===== config.mk =====
export PLATFORM = sky130hd
export DESIGN_NAME = rob_commit_ctrl
export DESIGN_NICKNAME = d
export VERILOG_FILES = /design/src/rtl/general_defines.sv /design/src/rtl/rob_ptr_ctrl.sv /design/src/rtl/rob_commit_ctrl.sv
export SDC_FILE = /design/constraint.sdc
export NUM_CORES = 1
export LEC_CHECK = 0
export ABC_AREA = 1
export CAP_MARGIN = 10
export CORE_MARGIN = 2
export CORE_UTILIZATION = 47
export CTS_BUF_LIST = sky130_fd_sc_hd__clkbuf_4 sky130_fd_sc_hd__clkbuf_8 sky130_fd_sc_hd__clkbuf_16
export CTS_CLUSTER_DIAMETER = 100
export DETAILED_ROUTE_END_ITERATION = 7
export GPL_ROUTABILITY_DRIVEN = 0
export PLACE_DENSITY_LB_ADDON = 0.15
export SYNTH_ARGS = -nofsm -noshare
export SYNTH_HDL_FRONTEND = slang
export SYNTH_SLANG_ARGS = --single-unit

===== constraint.sdc =====
create_clock -name clk -period 4 [get_ports clk]
set_clock_uncertainty 0.2 [all_clocks]
set_input_delay 0.4 -clock clk [delete_from_list [all_inputs] [get_ports clk]]
set_output_delay 0.4 -clock clk [all_outputs]
set_load 0.05 [all_outputs]

===== src/rtl/general_defines.sv =====
// Shared machine-wide constants and types for the reorder buffer and its neighbours.
package general_defines;

    localparam int ROB_LENGTH     = 16;
    localparam int ROB_IDX_W      = $clog2(ROB_LENGTH);
    localparam int ARCH_REG_IDX_W = 5;
    localparam int PHYS_REG_IDX_W = 6;
    localparam int INT_DATA_W     = 32;

    typedef enum logic {
        RUN        = 1'b0,
        STORE_WAIT = 1'b1
    } rob_commit_state_t;

endpackage


===== src/rtl/rob_ptr_ctrl.sv =====
// ROB head/tail pointers and occupancy count; full/empty come from the count only.
module rob_ptr_ctrl
    import general_defines::*;
(
    input  logic                 clk,
    input  logic                 rst_n,
    input  logic                 alloc_i,
    input  logic                 retire_i,
    input  logic                 flush_i,
    output logic [ROB_IDX_W-1:0] head_o,
    output logic [ROB_IDX_W-1:0] tail_o,
    output logic [ROB_IDX_W:0]   count_o,
    output logic                 full_o,
    output logic                 empty_o
);

    logic [ROB_IDX_W-1:0] head_q, head_d;
    logic [ROB_IDX_W-1:0] tail_q, tail_d;
    logic [ROB_IDX_W:0]   count_q, count_d;

    // ROB_LENGTH is a power of two, so natural overflow gives the wrap.
    always_comb begin
        head_d  = head_q;
        tail_d  = tail_q;
        count_d = count_q;
        if (retire_i) head_d = head_q + ROB_IDX_W'(1);
        if (alloc_i)  tail_d = tail_q + ROB_IDX_W'(1);
        case ({alloc_i, retire_i})
            2'b10:   count_d = count_q + (ROB_IDX_W+1)'(1);
            2'b01:   count_d = count_q - (ROB_IDX_W+1)'(1);
            default: count_d = count_q;
        endcase
        if (flush_i) begin
            head_d  = '0;
            tail_d  = '0;
            count_d = '0;
        end
    end

    always_ff @(posedge clk or negedge rst_n) begin
        if (!rst_n) begin
            head_q  <= '0;
            tail_q  <= '0;
            count_q <= '0;
        end else begin
            head_q  <= head_d;
            tail_q  <= tail_d;
            count_q <= count_d;
        end
    end

    assign head_o  = head_q;
    assign tail_o  = tail_q;
    assign count_o = count_q;
    assign full_o  = (count_q == (ROB_IDX_W+1)'(ROB_LENGTH));
    assign empty_o = (count_q == '0);

endmodule


===== src/rtl/rob_commit_ctrl.sv =====
// ROB head-side controller: allocation, completion tracking, in-order retire and store handshake.
// Optional ROB_FLUSH_EN adds a flush input that empties the ROB on a clock edge.
module rob_commit_ctrl
    import general_defines::*;
(
    input  logic                      clk,
    input  logic                      rst_n,
`ifdef ROB_FLUSH_EN
    input  logic                      flush,
`endif
    input  logic                      alloc_req,
    output logic                      alloc_gnt,
    output logic                      rob_write,
    output logic [ROB_IDX_W-1:0]      rob_tail,
    output logic [ROB_IDX_W-1:0]      rob_head,
    output logic                      rob_full,
    output logic                      rob_empty,
    input  logic                      wb_valid,
    input  logic [ROB_IDX_W-1:0]      wb_idx,
    input  logic                      head_valid,
    input  logic                      head_is_store,
    input  logic [ARCH_REG_IDX_W-1:0] head_logical_rd,
    input  logic [PHYS_REG_IDX_W-1:0] head_phys_rd,
    input  logic [INT_DATA_W-1:0]     head_result,
    output logic                      commit_valid,
    output logic [ARCH_REG_IDX_W-1:0] commit_logical_rd,
    output logic [PHYS_REG_IDX_W-1:0] commit_phys_rd,
    output logic [INT_DATA_W-1:0]     commit_result,
    output logic                      commit_is_store,
    output logic                      store_commit_valid,
    input  logic                      store_commit_ready
);

    logic flush_w;
`ifdef ROB_FLUSH_EN
    assign flush_w = flush;
`else
    assign flush_w = 1'b0;
`endif

    rob_commit_state_t         state_q, state_d;
    logic [ROB_LENGTH-1:0]     done_q, done_d;
    logic [ROB_IDX_W:0]        rob_count;
    logic                      head_ok;
    logic                      retire;
    logic                      scv_q, scv_d;
    logic                      cvalid_q;
    logic [ARCH_REG_IDX_W-1:0] clrd_q;
    logic [PHYS_REG_IDX_W-1:0] cprd_q;
    logic [INT_DATA_W-1:0]     cres_q;
    logic                      cstore_q;

    // No bypass: a retire in the same cycle does not free a slot for a full ROB.
    assign alloc_gnt = alloc_req & ~rob_full & ~flush_w;
    assign rob_write = alloc_gnt;

    rob_ptr_ctrl u_ptr (
        .clk      (clk),
        .rst_n    (rst_n),
        .alloc_i  (alloc_gnt),
        .retire_i (retire),
        .flush_i  (flush_w),
        .head_o   (rob_head),
        .tail_o   (rob_tail),
        .count_o  (rob_count),
        .full_o   (rob_full),
        .empty_o  (rob_empty)
    );

    assign head_ok = (rob_count != '0) & head_valid & done_q[rob_head];

    // Allocation clear is applied after writeback so it wins on a shared index.
    always_comb begin
        done_d = done_q;
        if (wb_valid)  done_d[wb_idx]   = 1'b1;
        if (alloc_gnt) done_d[rob_tail] = 1'b0;
        if (flush_w)   done_d           = '0;
    end

    always_comb begin
        state_d = state_q;
        retire  = 1'b0;
        scv_d   = 1'b0;
        case (state_q)
            RUN: begin
                if (head_ok) begin
                    if (head_is_store) begin
                        state_d = STORE_WAIT;
                        scv_d   = 1'b1;
                    end else begin
                        retire  = 1'b1;
                    end
                end
            end
            STORE_WAIT: begin
                if (store_commit_ready) begin
                    retire  = 1'b1;
                    state_d = RUN;
                end else begin
                    scv_d   = 1'b1;
                end
            end
            default: state_d = RUN;
        endcase
        if (flush_w) begin
            state_d = RUN;
            retire  = 1'b0;
            scv_d   = 1'b0;
        end
    end

    always_ff @(posedge clk or negedge rst_n) begin
        if (!rst_n) begin
            state_q <= RUN;
            done_q  <= '0;
        end else begin
            state_q <= state_d;
            done_q  <= done_d;
        end
    end

    // Commit data only loads on a retire and otherwise holds its last value.
    always_ff @(posedge clk or negedge rst_n) begin
        if (!rst_n) begin
            cvalid_q <= 1'b0;
            scv_q    <= 1'b0;
            clrd_q   <= '0;
            cprd_q   <= '0;
            cres_q   <= '0;
            cstore_q <= 1'b0;
        end else begin
            cvalid_q <= retire;
            scv_q    <= scv_d;
            if (retire) begin
                clrd_q   <= head_logical_rd;
                cprd_q   <= head_phys_rd;
                cres_q   <= head_result;
                cstore_q <= (state_q == STORE_WAIT);
            end
        end
    end

    assign commit_valid       = cvalid_q;
    assign commit_logical_rd  = clrd_q;
    assign commit_phys_rd     = cprd_q;
    assign commit_result      = cres_q;
    assign commit_is_store    = cstore_q;
    assign store_commit_valid = scv_q;

endmodule


==> run summary, run 1 <==
Physical implementation status

The remaining design rule violation count stands at 0. The total power divided by cell area stands at 962 nW/um^2. The report lists the cells along the critical path as inv_1 -> nand4_1 -> or2_2 -> nand2_1 -> inv_1 -> clkdlybuf4s50_1. The final routed wire length divided by cell count stands at 13.3 um. The checks that failed: negative hold slack.

The overall power after layout stands at roughly 0.0048 W. Measured along the x axis, the die boundary spans ~92 um. The clock latency on the worst-skew pair stands at 0.34 ns.

The flow ran to the end, but the final reports show violations. The combinational logic power stands at 0.00274 W. The required time at the worst-slack endpoint stands at between 3 and 4 ns. The final hold violation count recorded for this run is 10. The number of cells on the worst reg-to-reg path is 19. The part of the total power dissipated in sequential elements stands at around 29%. Of the synthesized area, sequential elements account for 52.1%. The critical path is of the flop to output port type. The region available for standard cell placement spans roughly 7300 sq um. In this run, post-CTS repair resized a total of 0 instances.

Yosys stat counts between 400 and 500 cells in the synthesized netlist. Per the post-synthesis report, the nets total 503. The number of max-slew violations in the final report stands at 0. The non-filler instance count after layout stands at approximately 650. The clock sink total stands at 75. The worst hold path belongs to the class input pin to async pin.

The synthesized netlist cell count stands at approximately 440. Subtracting the final worst setup slack from the clock period gives roughly 3.2 ns. Per STA, the highest per-stage delay on the worst path measures about 0.76 ns.

After detailed placement, the total cell area comes to about 4700 sq um. After routing the design area is slightly below 5000 sq um. The worst slew margin relative to its limit stands at about 38%. The first global-routing pass estimated 14300 um of wire. The synthesis-to-finish area growth stands at 37.8%. Per report_power, the Clock row totals roughly 0.00066 W. The average vias per placed instance stands at between 5 and 6. The clock input transition at the sequential cells of the worst setup and hold paths stands at approximately 0.08 ns. The ratio of cells with drive above 1 in the final layout stands at 5.10%. The proportion of power drawn by combinational gates stands at between 50% and 60%. Measured along the y axis, the die boundary spans slightly above 90 um.

The pin count of the biggest net entering global routing stands at 76. The worst hold margin stands at -0.0132 ns. STA classifies the critical path endpoint as an output port. STA classifies the critical path startpoint as a flop. Per the detail_route report, the via count comes to 3241. The highest clock rate stands at approximately 310 MHz. The worst vdd rail ir drop stands at 0.000543 V. In this run the clock root is driven by a sky130_fd_sc_hd__clkbuf_8. The sequential group power stands at 0.00138 W.

After the last flow step, the layout net total stands at approximately 610. Per the synth log, the flip-flop and latch total comes to 75. Across all setup checks in the final design, the least slack found is a little under 0.8 ns. Setup repair after global routing left no endpoint under its margin. The number of H-tree levels stands at 3.

The number of buffers inserted to repair setup after CTS stands at 0. In the final report, the number of endpoints failing setup comes to 0. The half-perimeter wire length of the detailed placement result stands at between 6000 and 7000 um.

The antenna diode count stands at 0. The power report puts the net switching power at 0.00237 W. The cell count after placement stands at 632.

The main area contributors are sky130_fd_sc_hd__dfrtp_1 52%, sky130_fd_sc_hd__nand2_1 13%, sky130_fd_sc_hd__nand3_1 9.3%. The script reports the combined buffer and inverter count of the critical path as 3. The I/O pin count stands at between 100 and 150.

The setup check on the worst reg-to-reg path leaves a slack of about 1.1 ns. Global routing finished with a remaining overflow of 0. Among all stages on the critical path, the largest delay is contributed by sky130_fd_sc_hd__clkdlybuf4s50_1. The maximum clock insertion buffer count stands at 2.

The maximum net fanout on the critical path stands at 14. Yosys mapped the design onto 24 distinct sky130hd cell types. TritonCTS built the clock tree.

The part of the cycle the worst path needs stands at 80.3%. The cell internal power dissipation stands at approximately 0.0024 W. The analysis attributes to cell leakage a power of 2.50 nW.

The pre-CTS setup check shows a worst slack of between 1 and 1.5 ns. The initial antenna violation count was 0. The top cell type's share of synthesized area stands at between 50% and 60%. The number of nets with antenna violations after detailed routing stands at 0. Broken down by cell family, the worst path's largest delay share belongs to buffers and inverters. The endpoint identified for the worst register-to-register timing path is u_ptr.count_o[4]. The worst register-to-register path begins at u_ptr.head_o[0].

The max capacitance violation total stands at 0. Looking at area per cell type in the netlist, the leader is sky130_fd_sc_hd__dfrtp_1. The synthesized netlist occupies a cell area of between 3000 and 4000 sq um.

The number of global-route vias before repair stands at between 3k and 4k. The number of buffers created by CTS stands at 9. Buffers placed on the I/O ports in this run total roughly 110. The violation count after the first detailed-routing iteration stands at about 120.

Averaged over all synthesized cells, the footprint is slightly above 8 sq um. The post-synth area from yosys stat stands at 3600 sq um. In this run the core area contains 31 standard-cell rows. The largest share of the power goes to combinational cells. The transition at the pin with the smallest max-transition slack stands at about 0.9 ns. The first detailed-routing pass took 4 iterations. For this design, the CTS-stage hold fixing added 0 buffers. The number of warnings reported in the stage logs is 29.

The switching portion of total power stands at between 40% and 50%. The final setup TNS stands at 0 ns. The number of warnings issued by yosys stands at 0. The routed wire length stands at between 8000 and 9000 um. STA puts the critical path data arrival time at 2.61 ns. The total die size stands at 8380 sq um.

The initial standard-cell utilization of the core stands at around 49%. Of the total power, the clock network draws approximately 14%. The cell that appears most often on the critical path is sky130_fd_sc_hd__inv_1.
[run 1: kinds of logic (layout without fill, tap and decap cells)]
| group | count (synthesis) | count (layout) | share of synthesized area (%) |
|---|---|---|---|
| AND-OR/OR-AND | 47 | 47 | 6.88 |
| adder cells (fa/ha/maj) | 10 | 10 | 3.68 |
| buffers and inverters | 84 | 194 | 10.1 |
| flip-flops | 75 | 75 | 52.1 |
| XOR/XNOR | 7 | 7 | 1.70 |
| AND/OR/NAND/NOR | 216 | 216 | 25.4 |
[run 1: placed cells by master, fill, tap and decap left out]
cell,count
sky130_fd_sc_hd__nand3_1,67
sky130_fd_sc_hd__clkbuf_8,11
sky130_fd_sc_hd__or2_2,1
sky130_fd_sc_hd__inv_2,1
sky130_fd_sc_hd__nor2_1,11
sky130_fd_sc_hd__inv_1,63
sky130_fd_sc_hd__xnor2_1,1
sky130_fd_sc_hd__clkinvlp_4,1
sky130_fd_sc_hd__clkinv_2,1
sky130_fd_sc_hd__nor3b_1,1
sky130_fd_sc_hd__a31oi_1,1
sky130_fd_sc_hd__xor2_1,6
sky130_fd_sc_hd__nand2_1,129
sky130_fd_sc_hd__nor3_1,2
sky130_fd_sc_hd__fa_1,1
sky130_fd_sc_hd__a21oi_1,17
sky130_fd_sc_hd__dfrtp_1,75
sky130_fd_sc_hd__clkbuf_4,1
sky130_fd_sc_hd__clkdlybuf4s50_1,110
sky130_fd_sc_hd__a31o_2,3
sky130_fd_sc_hd__nand2_2,3
sky130_fd_sc_hd__buf_4,4
sky130_fd_sc_hd__ha_1,9
sky130_fd_sc_hd__bufinv_16,2
sky130_fd_sc_hd__nand4_1,2
sky130_fd_sc_hd__o21ai_0,26
[run 1: layer usage]
metal / up-vias / global-route usage, % / routed length [um]
li1: 1589 / - / -
met1: 1539 / 26.7 / 3580
met2: 102 / 35.3 / 4390
met3: 11 / 6.39 / 504
met4: 0 / 6.06 / 125
met5: - / 0 / 0
[run 1: how the worst max path moves through the flow]
stage	start	to	slack, ns	cells past startpoint
floorplan	u_ptr.head_o[0]	u_ptr.count_o[4]	0.85	19
global placement	head_valid	u_ptr.count_o[4]	1.14	16
detailed placement	u_ptr.head_o[0]	u_ptr.count_o[4]	1.05	19
CTS	u_ptr.count_o[0]	alloc_gnt	0.76	6
global route	u_ptr.count_o[1]	alloc_gnt	0.66	6
finish	u_ptr.count_o[0]	alloc_gnt	0.79	6
[run 1: final cells by class]
class / count / area, sq um
clock inverter: 4 / 72.6
timing repair buffer: 114 / 1130
fill: 596 / 2370
inverter: 64 / 240
tap: 99 / 124
sequential: 75 / 1880
clock buffer: 12 / 159
multi-input combinational: 280 / 1360
[run 1: synthesized netlist by cell type (all sizes together)]
master  instances
a21oi          17
a31o            3
a31oi           1
buf            16
clkbuf          4
dfrtp          75
fa              1
ha              9
inv            64
nand2         132
nand3          67
nand4           2
nor2           11
nor3            2
nor3b           1
o21ai          26
or2             1
xnor2           1
xor2            6
[run 1: state kept, by name, summed over array words and instances, names as in the netlist]
register / flops
commit_is_store: 1
commit_logical_rd: 5
commit_phys_rd: 6
commit_result: 32
commit_valid: 1
done_q: 16
store_commit_valid: 1
u_ptr.count_o: 5
u_ptr.head_o: 4
u_ptr.tail_o: 4
run_1/layer_met1.png
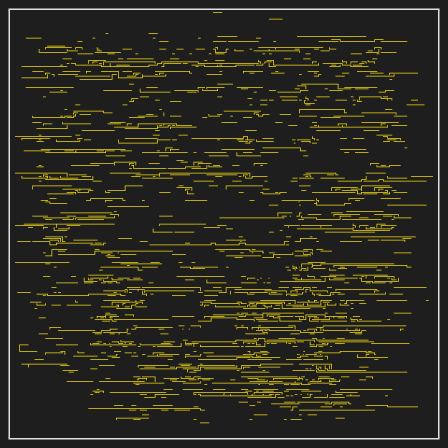
share of all routed wire	42%
main direction	horizontal

run_1/flops_by_reg.png
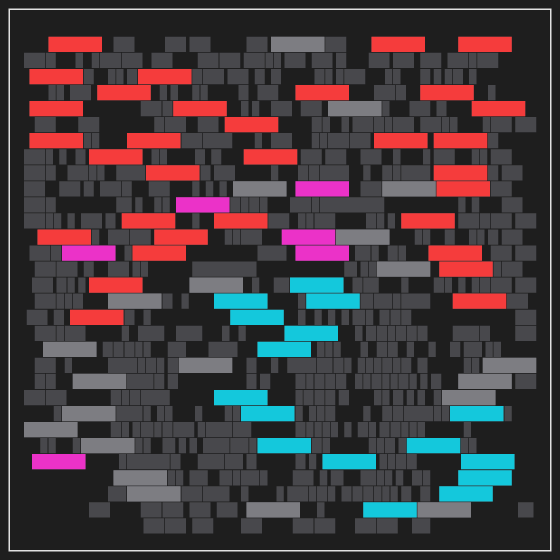
color	signal	flops
cyan	`done_q`	16
magenta	`commit_phys_rd`	6
red	`commit_result`	32

run_1/congestion.png
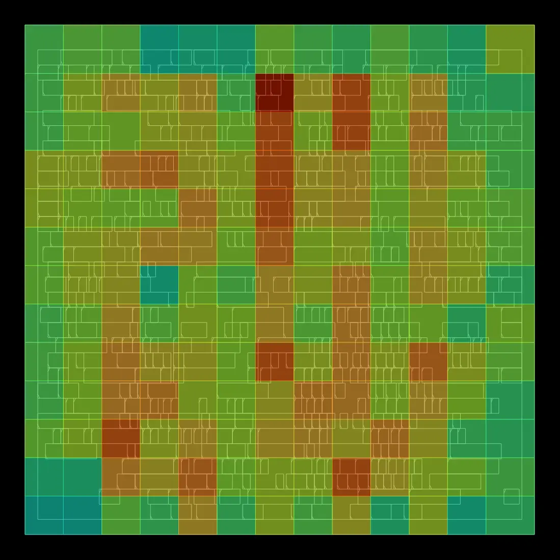
final design utilization: 67.7%
met3 usage: 6.39%
GR Util met2: 35.3%
overall fraction of global-route tracks in use: 21.2%

run_1/io_fan.png
Bar = 20 um.
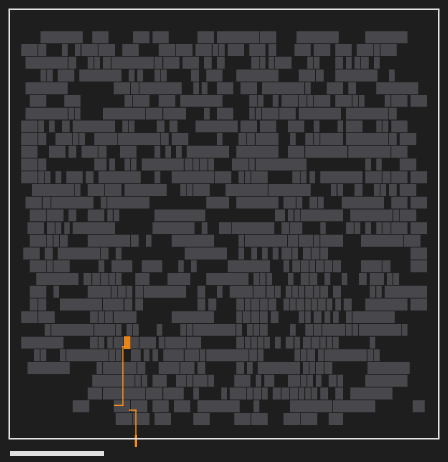
color	port	direction	edge	end cells	buffers	wire
orange	`rob_empty`	output	bottom	1	1	22.3 um

--- run 2 (diff from run 1) ---
==> constraint.sdc (replaced) <==
create_clock -name clk -period 3.3 [get_ports clk]
set_clock_uncertainty 0.2 [all_clocks]
set_input_delay 0.33 -clock clk [delete_from_list [all_inputs] [get_ports clk]]
set_output_delay 0.33 -clock clk [all_outputs]
set_load 0.05 [all_outputs]
==> run summary, run 2 <==
Physical implementation status

The setup path with the least slack is of type flop to flop. Measured in cells, the most critical reg-to-reg path has a length of 19. According to the CTS report, the clock sink count is about 75.

By count the netlist is led by 129 x sky130_fd_sc_hd__nand2_1, 75 x sky130_fd_sc_hd__dfrtp_1, 67 x sky130_fd_sc_hd__nand3_1, 63 x sky130_fd_sc_hd__inv_1, 26 x sky130_fd_sc_hd__o21ai_0. After floorplanning, the core was sized to cover ~7300 sq um. Checking hold timing, the worst path is listed with class flop to flop. TritonCTS built the clock tree. The combined area of all synthesized cells stands at about 3600 sq um.

STA classifies the critical path endpoint as a flop. The overall power after layout stands at roughly 0.0057 W. The final routed wire length divided by cell count stands at around 14 um. From left edge to right edge, the die measures around 92 um. The number of H-tree levels stands at 3.

The register-to-register setup slack stands at between 0.2 and 0.3 ns. The flow ran to the end, and the final reports show no timing, DRC or antenna violations. The number of global-route vias before repair came to ~3.3k.

Summing all placed instances gives a cell area of between 4000 and 5000 sq um. The antenna diode count stands at 0. The initial antenna violation count stands at 0. The ratio of cells with drive above 1 in the final layout stands at 5.09%. Dividing the detail-routed via count by the number of cells gives about 4.9.

The number of buffers created by CTS stands at 9. The clock latency on the worst-skew pair stands at between 0.3 and 0.4 ns. Per the repair_timing log after CTS, setup buffers inserted total 0.

Among all flip-flop cells after synthesis, the most frequent one is sky130_fd_sc_hd__dfrtp_1. The wire length of the first global-routing pass stands at between 15000 and 20000 um. Post-CTS repair changed the size of 0 cells.

The top cell type's share of synthesized area stands at between 50% and 60%. The cell family contributing the most delay on the critical path is simple AND/OR/NAND/NOR gates. Compared with the post-synthesis result, the final layout area differs by 37.1%. The post-synth area from yosys stat stands at about 3600 sq um. The layout stage reports a final design area of between 4000 and 5000 sq um.

The highest clock rate this design can be run at is 330 MHz. The total stage count of the critical path stands at 19. The leakage dissipation stands at 2.50 nW.

The total power divided by cell area stands at roughly 1200 nW/um^2. In this run the critical register-to-register path is captured at u_ptr.count_o[4]. The launch point of the worst register-to-register path is recorded as u_ptr.head_o[0].

The cell type that accounts for the most area after synthesis is sky130_fd_sc_hd__dfrtp_1. The violation count after the first detailed-routing iteration stands at about 190. The main area contributors are sky130_fd_sc_hd__dfrtp_1 52%, sky130_fd_sc_hd__nand2_1 13%, sky130_fd_sc_hd__nand3_1 9.3%. Setup repair after global routing left no endpoint under its margin. The synthesized netlist cell count stands at about 440. The mean area per synthesized cell stands at ~8.2 sq um. Per the STA report, the cell with the highest stage delay on the worst path is sky130_fd_sc_hd__dfrtp_1.

Counting flops with an async set or reset pin after synthesis yields a share of 100%. The transition at the pin with the smallest max-transition slack stands at 0.936 ns. The worst setup path is launched from a flop. The number of warnings the tools reported stands at 29. Ranking logic cells in the layout by count gives the top entries 129 x sky130_fd_sc_hd__nand2_1, 110 x sky130_fd_sc_hd__clkdlybuf4s50_1, 75 x sky130_fd_sc_hd__dfrtp_1. The final setup TNS stands at 0 ns. The flip-flop count of the largest register, all copies and words added stands at 32. Per Yosys stat, the portion of area used by sequential elements is 52.1%. The report lists the number of standard-cell rows as 31. The global routing report lists combined usage of all routing layers as between 20% and 30%. The final setup violation count stands at 0. In this run the worst setup path terminates at u_ptr.count_o[4]. The detailed-router iteration count before antenna repair stands at 4. The number of cell instances after yosys synthesis stands at ~440. In the CTS report, the clock slew at the register clock pins of the worst setup and hold paths is listed as 0.08 ns. The worst-case max-slew headroom was logged as between 30% and 40%.

The remaining global-route overflow stands at 0. The cell sitting at the root of the clock tree is a sky130_fd_sc_hd__clkbuf_8. The clock passes through at most 2 buffers.

Entering global routing, the biggest net connects between 70 and 80 pins. The count of vias placed by the detailed router stands at approximately 3.2k. Traced cell by cell, the critical path runs through inv_2 -> nand2_1 -> nand3_1 -> nand3_1 -> nand3_1 -> nand2_1 -> nand2_2 -> nand2_2 -> nand2_2 -> inv_1 -> ha_1 -> inv_1 -> fa_1 -> inv_1 -> nand3_1 -> nand2_1 -> a21oi_1 -> o21ai_0 -> xor2_1. The number of hold buffers added after CTS was 1. In this design, the critical path's most frequently occurring cell is sky130_fd_sc_hd__nand3_1. The arrival time of data at the critical path endpoint stands at 3.10 ns.

The most critical setup path has its startpoint at u_ptr.head_o[0]. As logged by OpenROAD, the buffers inserted on ports number approximately 110. During synthesis, Yosys emitted a total of 0 warnings.

The half-perimeter wire length of the detailed placement result stands at 6380 um. The worst vdd rail ir drop stands at approximately 0.00063 V. The total die size stands at around 8400 sq um. The number of flops mapped to enable cells by yosys stands at 0. The OpenROAD report gives the critical path a required time of approximately 3.4 ns. The die outline height stands at roughly 92 um. In this run the worst path has a maximum fanout of 13.

Once synthesis finished, the tally of register bits stood at ~75. Max-slew check failures listed in the final report amount to 0. The initial standard-cell utilization of the core stands at ~49%. The max capacitance violation total stands at 0. The library cell used most frequently in the layout, excluding fill and tap cells, is sky130_fd_sc_hd__nand2_1. The synthesized netlist contains 24 unique library cells. The critical path contains buffers and inverters numbering 4 combined.

The number of nets with antenna violations after detailed routing stands at 0. The part of the cycle the worst path needs stands at around 90%. The minimum period implied by the final worst setup slack stands at slightly above 3 ns. The I/O pin count stands at approximately 110.

The routed wire length stands at 9030 um. The largest single stage delay on the critical path is around 0.56 ns. The remaining design rule violation count stands at 0.

The net count of the finished layout stands at roughly 600. The number of nets at floorplan stands at slightly above 500. By instance count, the leading cell after synthesis is sky130_fd_sc_hd__nand2_1. The final count of hold timing violations stands at 0. The final core utilization stands at 67.3%.
[run 2: cell types whose count changed in the layout (fill, tap and decap cells not counted), sizes merged]
| cell | change |
|---|---|
| clkinvlp | -1 |
| clkinv | +1 |
| buf | +1 |
| dlygate4sd3 | +1 |
| bufinv | -1 |
[run 2: cell type report]
cell class / count / area (sq um)
sequential: 75 / 1880
clock buffer: 12 / 146
fill: 589 / 2400
multi-input combinational: 280 / 1360
timing repair buffer: 116 / 1150
inverter: 64 / 240
clock inverter: 3 / 40.0
tap: 99 / 124
[run 2: stage by stage]
step	setup WS (ns)	cells	hold slack (ns)
final	0.269	649	0.273
after global routing	0.00747	649	0.295
after CTS	0.255	649	0.275
after detailed placement	0.327	633	0.257
after global placement	0.544	633	0.253
after floorplan	0.149	439	-0.166
[run 2: worst min path at each step]
stage / from / end / cells after the start
6_report: commit_phys_rd[0] / commit_phys_rd[0] / 2
5_1_grt: commit_phys_rd[3] / commit_phys_rd[3] / 2
4_1_cts: commit_phys_rd[0] / commit_phys_rd[0] / 2
3_5_place_dp: commit_logical_rd[4] / commit_logical_rd[4] / 2
3_3_place_gp: commit_result[9] / commit_result[9] / 2
2_1_floorplan: rst_n / commit_is_store / 0
[run 2: kinds of logic (layout without fill, tap and decap cells)]
group	count (synthesis)	count (layout)	share of synthesized area, %
DFF	75	75	52.1
and+or+nand+nor	216	216	25.4
AOI/OAI and AO/OA	47	47	6.88
adders and majority gates	10	10	3.68
xor gates and xnor gates	7	7	1.70
buffers and inverters	84	195	10.1
[run 2: report_power, final]
group	switching, W	internal [W]	total, W
Combinational	0.00227	0.00107	0.00334
Clock	0.000312	0.000369	0.000681
Sequential	0.000301	0.00137	0.00167
Total	0.00288	0.00281	0.00569
[run 2: metal layers]
| metal | share of wire [%] | wire [um] | GRT usage (%) |
|---|---|---|---|
| met5 | 0 | 0 | 0 |
| met4 | 1.6 | 144 | 7.20 |
| met3 | 6.0 | 545 | 6.56 |
| met2 | 49 | 4450 | 37.7 |
| met1 | 43 | 3890 | 29.8 |
[run 2: worst min-delay path, cell delays in order (launching register included)]
cell                      delay (ns)
sky130_fd_sc_hd__dfrtp_1        0.35
sky130_fd_sc_hd__nand2_1        0.05
sky130_fd_sc_hd__nand2_1        0.04
run_2/clk_routes.png
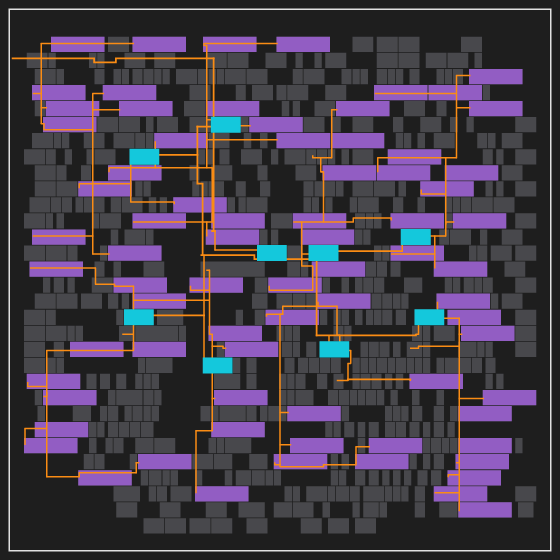
[orange] clock wires | length: 909 um
[purple] flip-flops | count: 75
[cyan] clock drivers | count: 9
routed clock nets	10
flops lie	spread over the die

run_2/flops_by_reg.png
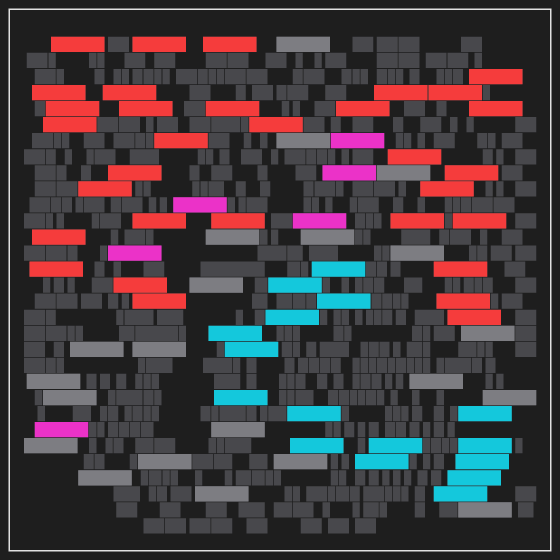
color	signal	flops
cyan	`done_q`	16
magenta	`commit_phys_rd`	6
red	`commit_result`	32

--- run 3 (diff from run 2) ---
--- a/config.mk
+++ b/config.mk
@@ -10,10 +10,11 @@
 export CORE_MARGIN = 2
 export CORE_UTILIZATION = 47
 export CTS_BUF_LIST = sky130_fd_sc_hd__clkbuf_4 sky130_fd_sc_hd__clkbuf_8 sky130_fd_sc_hd__clkbuf_16
-export CTS_CLUSTER_DIAMETER = 100
+export CTS_CLUSTER_DIAMETER = 60
 export DETAILED_ROUTE_END_ITERATION = 7
 export GPL_ROUTABILITY_DRIVEN = 0
 export PLACE_DENSITY_LB_ADDON = 0.15
+export SLEW_MARGIN = 20
 export SYNTH_ARGS = -nofsm -noshare
 export SYNTH_HDL_FRONTEND = slang
 export SYNTH_SLANG_ARGS = --single-unit
run_3/flops_by_reg.png
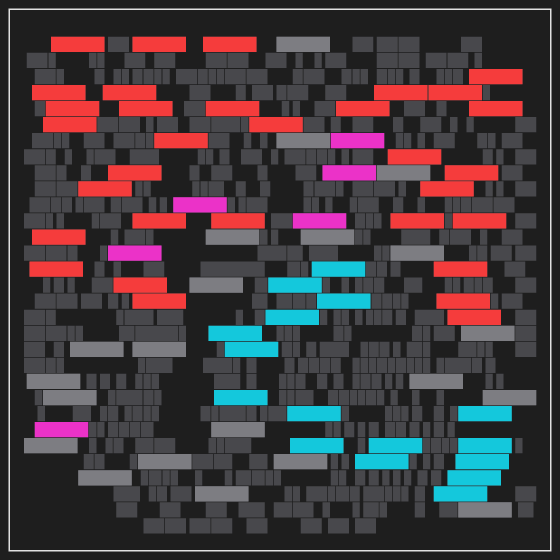
color	signal	flops
magenta	`commit_phys_rd`	6
red	`commit_result`	32
cyan	`done_q`	16

run_3/layer_met1.png
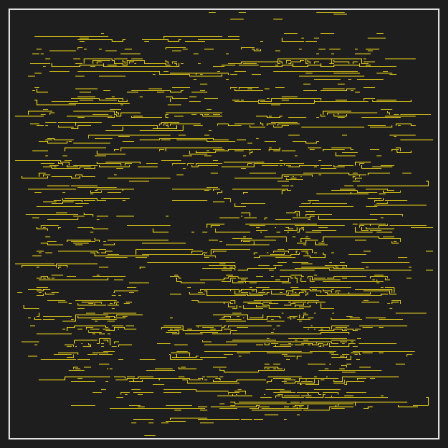
main direction	horizontal
wire length on this layer	3890 um
nets with wire on the layer	542
longest straight run	25.3 um

==> run summary, run 3 <==
Physical implementation status

Per the slew report, the remaining headroom to the max-slew limit stands at between 30% and 40%. Checking hold timing, the worst path is listed with class flop to flop. The post-route utilization of the core is recorded as between 60% and 70%. The overall power after layout stands at 0.00569 W. Max-cap violations in this run came to 0. According to the timing report, the data required time at the worst endpoint equals approximately 3.4 ns. The part of the cycle the worst path needs stands at around nine tenths.

The worst hold margin stands at between 0.2 and 0.3 ns. The critical path is of the flop to flop type. The later pin in the worst-skew pair is clocked with a latency of 0.34 ns. Per the Yosys statistics, synthesis produced 439 cells.

The run finished with clean final reports. The number of warnings issued by yosys stands at 0. The top cell types in the final layout, fill and taps aside, are 129 x sky130_fd_sc_hd__nand2_1, 110 x sky130_fd_sc_hd__clkdlybuf4s50_1, 75 x sky130_fd_sc_hd__dfrtp_1. Per the timing report, the most critical flop-to-flop path originates at u_ptr.head_o[0]. Of the post-synthesis cell area, the dominant cell type holds 52.1%. The final antenna diode tally reported by the flow is 0.

The final routed wire length divided by cell count stands at 13.9 um. The number of warnings the tools reported stands at 29. The worst setup path is captured at a flop. Ranked by instance count, the synthesized netlist is headed by 129 x sky130_fd_sc_hd__nand2_1, 75 x sky130_fd_sc_hd__dfrtp_1, 67 x sky130_fd_sc_hd__nand3_1, 63 x sky130_fd_sc_hd__inv_1, 26 x sky130_fd_sc_hd__o21ai_0. The core area stands at ~7300 sq um.

The finished cells cover around 4900 sq um. The leakage dissipation stands at ~2.5 nW. When the netlist entered floorplanning its net count stood at 503. In the log, the iteration count for the first detailed-route pass is 4. The total power divided by cell area stands at 1150 nW/um^2.

The floorplan report gives the top-level pin count as 112. Of all cell types, the one taking the most synthesized area is sky130_fd_sc_hd__dfrtp_1. At the pin with the least slew margin, the transition time is just over 0.9 ns. The clock input transition at the sequential cells of the worst setup and hold paths stands at 0.08 ns.

The synthesized netlist cell count stands at roughly 440. The remaining design rule violation count stands at 0. The sum of routed wire segments on met1 stands at around 4000 um. The net count of the finished layout stands at between 600 and 700. Looking at the gate-level netlist, the highest instance count belongs to sky130_fd_sc_hd__nand2_1. The count of input and output buffers stands at 111. The netlist uses 24 different library cells. At the floorplan stage, the core utilization is reported as around half. The synthesis report gives the async set-or-reset register share as 100%. Counting endpoints that fail hold in the final report gives 0. In this run the number of H-tree levels came out at 3. The part of the Yosys area used for sequential elements stands at about 52%. Data arrives at the worst endpoint at 3.10 ns. STA classifies the critical path startpoint as a flop. The ratio of cells with drive above 1 in the final layout stands at approximately 5.1%. The initial antenna violation count came to 0. The first global-routing pass estimated between 15000 and 20000 um of wire.

For the final routed database, the setup TNS stands at 0 ns. The tree is rooted in a sky130_fd_sc_hd__clkbuf_8. The synthesized design contains 0 enable-type register cells.

The worst path needs a little over 3 ns of the cycle, external delays included. TritonCTS built the clock tree. The number of global-route vias before repair is between 3k and 4k.

The total die size stands at 8380 sq um. The die boundary width stands at just over 90 um. In the final report, the number of endpoints failing setup comes to 0.

The wire length on met3 stands at between 500 and 600 um. After synthesis the cells add up to roughly 3600 sq um. In this run the core area contains 31 standard-cell rows. For this design, the sink count on the clock tree is 75. In this run, post-CTS repair resized a total of 0 instances. Per the timing report, the biggest fanout along the worst path comes to 13. The number of buffers inserted to repair setup after CTS stands at 0. Summed over all layers, the global routing overflow is 0. In this run the most critical hold path is launched from commit_phys_rd[0].

Using the TritonRoute via totals, the vias-per-cell ratio works out to between 4 and 5. Counting the fill cells in the layout gives a little under 600. The violation count after the first detailed-routing iteration stands at around 190.

In the final report, the number of pins over their slew limit comes to 0. The global-route usage over all layers stands at between 20 and 25%. Derived from the worst setup path, the maximum achievable clock frequency is 330 MHz. The count of vias placed by the detailed router stands at 3203. The routed wire length stands at 9030 um. The number of buffers created by CTS stands at 9. The mean area per synthesized cell stands at between 8 and 9 sq um.

The met2 wire length stands at between 4000 and 5000 um. The flip-flop count of the largest register, all copies and words added stands at 32. By instance count after routing, the leading logic cell type is sky130_fd_sc_hd__nand2_1. The number of nets with antenna violations after detailed routing stands at 0. For reference, the critical path is launched at u_ptr.head_o[0]. Entering global routing, the biggest net connects 76 pins.

The register bit count reported by yosys stands at 75. The worst vdd rail ir drop stands at around 0.00063 V. The maximum clock insertion buffer count stands at 2. The synthesis-to-finish area growth stands at 37.1%.
==> run 3: cell counts after synthesis <==
Identical to the previous run, type by type.
==> run 3: what timing repair did <==
action | CTS | global route
setup endpoints to repair | 0 | 0
hold buffers | 1 | 0
endpoints found under the hold margin | 75 | 0
==> run 3: cell families (layout without fill, tap and decap cells) <==
logic type / after synthesis / count (layout) / synth area share [%]
XOR/XNOR: 7 / 7 / 1.70
adder cells (fa/ha/maj): 10 / 10 / 3.68
AND/OR/NAND/NOR: 216 / 216 / 25.4
flip-flops: 75 / 75 / 52.1
buffers and inverters: 84 / 195 / 10.1
AND-OR/OR-AND: 47 / 47 / 6.88
==> run 3: area by class of cell <==
class | instances | area [sq um] | area share [%]
flip-flops and latches | 75 | 1880 | 38.0
multi-input cells | 280 | 1360 | 27.5
repair buffers | 116 | 1150 | 23.3
inverters | 64 | 240 | 4.87
clock buffers | 12 | 146 | 2.97
well taps | 99 | 124 | 2.51
clock inverters | 3 | 40.0 | 0.812
==> run 3: path summary, 6_finish.rpt <==
path                                endpoint  slack (ns)  depth (start not counted)
setup / recovery            u_ptr.count_o[4]        0.27                         19
hold / removal             commit_phys_rd[0]        0.27                          2
setup reg to reg            u_ptr.count_o[4]        0.27                         19
hold reg to reg            commit_phys_rd[0]        0.27                          2
max in group asynchronous   commit_result[8]        1.81                          2
min in group asynchronous         done_q[15]        0.47                          2
==> run 3: critical path, cell delays in order (launching register included) <==
cell and delay [ns]:
sky130_fd_sc_hd__dfrtp_1 0.56, sky130_fd_sc_hd__inv_2 0.15, sky130_fd_sc_hd__nand2_1 0.09, sky130_fd_sc_hd__nand3_1 0.06, sky130_fd_sc_hd__nand3_1 0.11, sky130_fd_sc_hd__nand3_1 0.10
sky130_fd_sc_hd__nand2_1 0.09, sky130_fd_sc_hd__nand2_2 0.06, sky130_fd_sc_hd__nand2_2 0.07, sky130_fd_sc_hd__nand2_2 0.05, sky130_fd_sc_hd__inv_1 0.07, sky130_fd_sc_hd__ha_1 0.28
sky130_fd_sc_hd__inv_1 0.10, sky130_fd_sc_hd__fa_1 0.38, sky130_fd_sc_hd__inv_1 0.10, sky130_fd_sc_hd__nand3_1 0.07, sky130_fd_sc_hd__nand2_1 0.09, sky130_fd_sc_hd__a21oi_1 0.06
sky130_fd_sc_hd__o21ai_0 0.10, sky130_fd_sc_hd__xor2_1 0.16
==> run 3: power breakdown <==
part / leakage, nW / internal [W] / switching, W
logic: 1.49 / 0.00107 / 0.00227
registers: 0.912 / 0.00137 / 0.000301
clock network: 0.100 / 0.000369 / 0.000312
total: 2.50 / 0.00281 / 0.00288
==> run 3: metrics by stage <==
stage | setup slack, ns | instances
final | 0.269 | 649
after global routing | 0.00747 | 649
after CTS | 0.255 | 649
after detailed placement | 0.327 | 633
after global placement | 0.544 | 633
after floorplan | 0.149 | 439
==> run 3: metal layers <==
metal	track usage [%]	up-vias
met2	37.7	106
met5	0	-
met1	29.8	1492
met4	7.20	0
li1	-	1592
met3	6.56	13
No activity file was given, so power comes from the tool's default toggle rates.
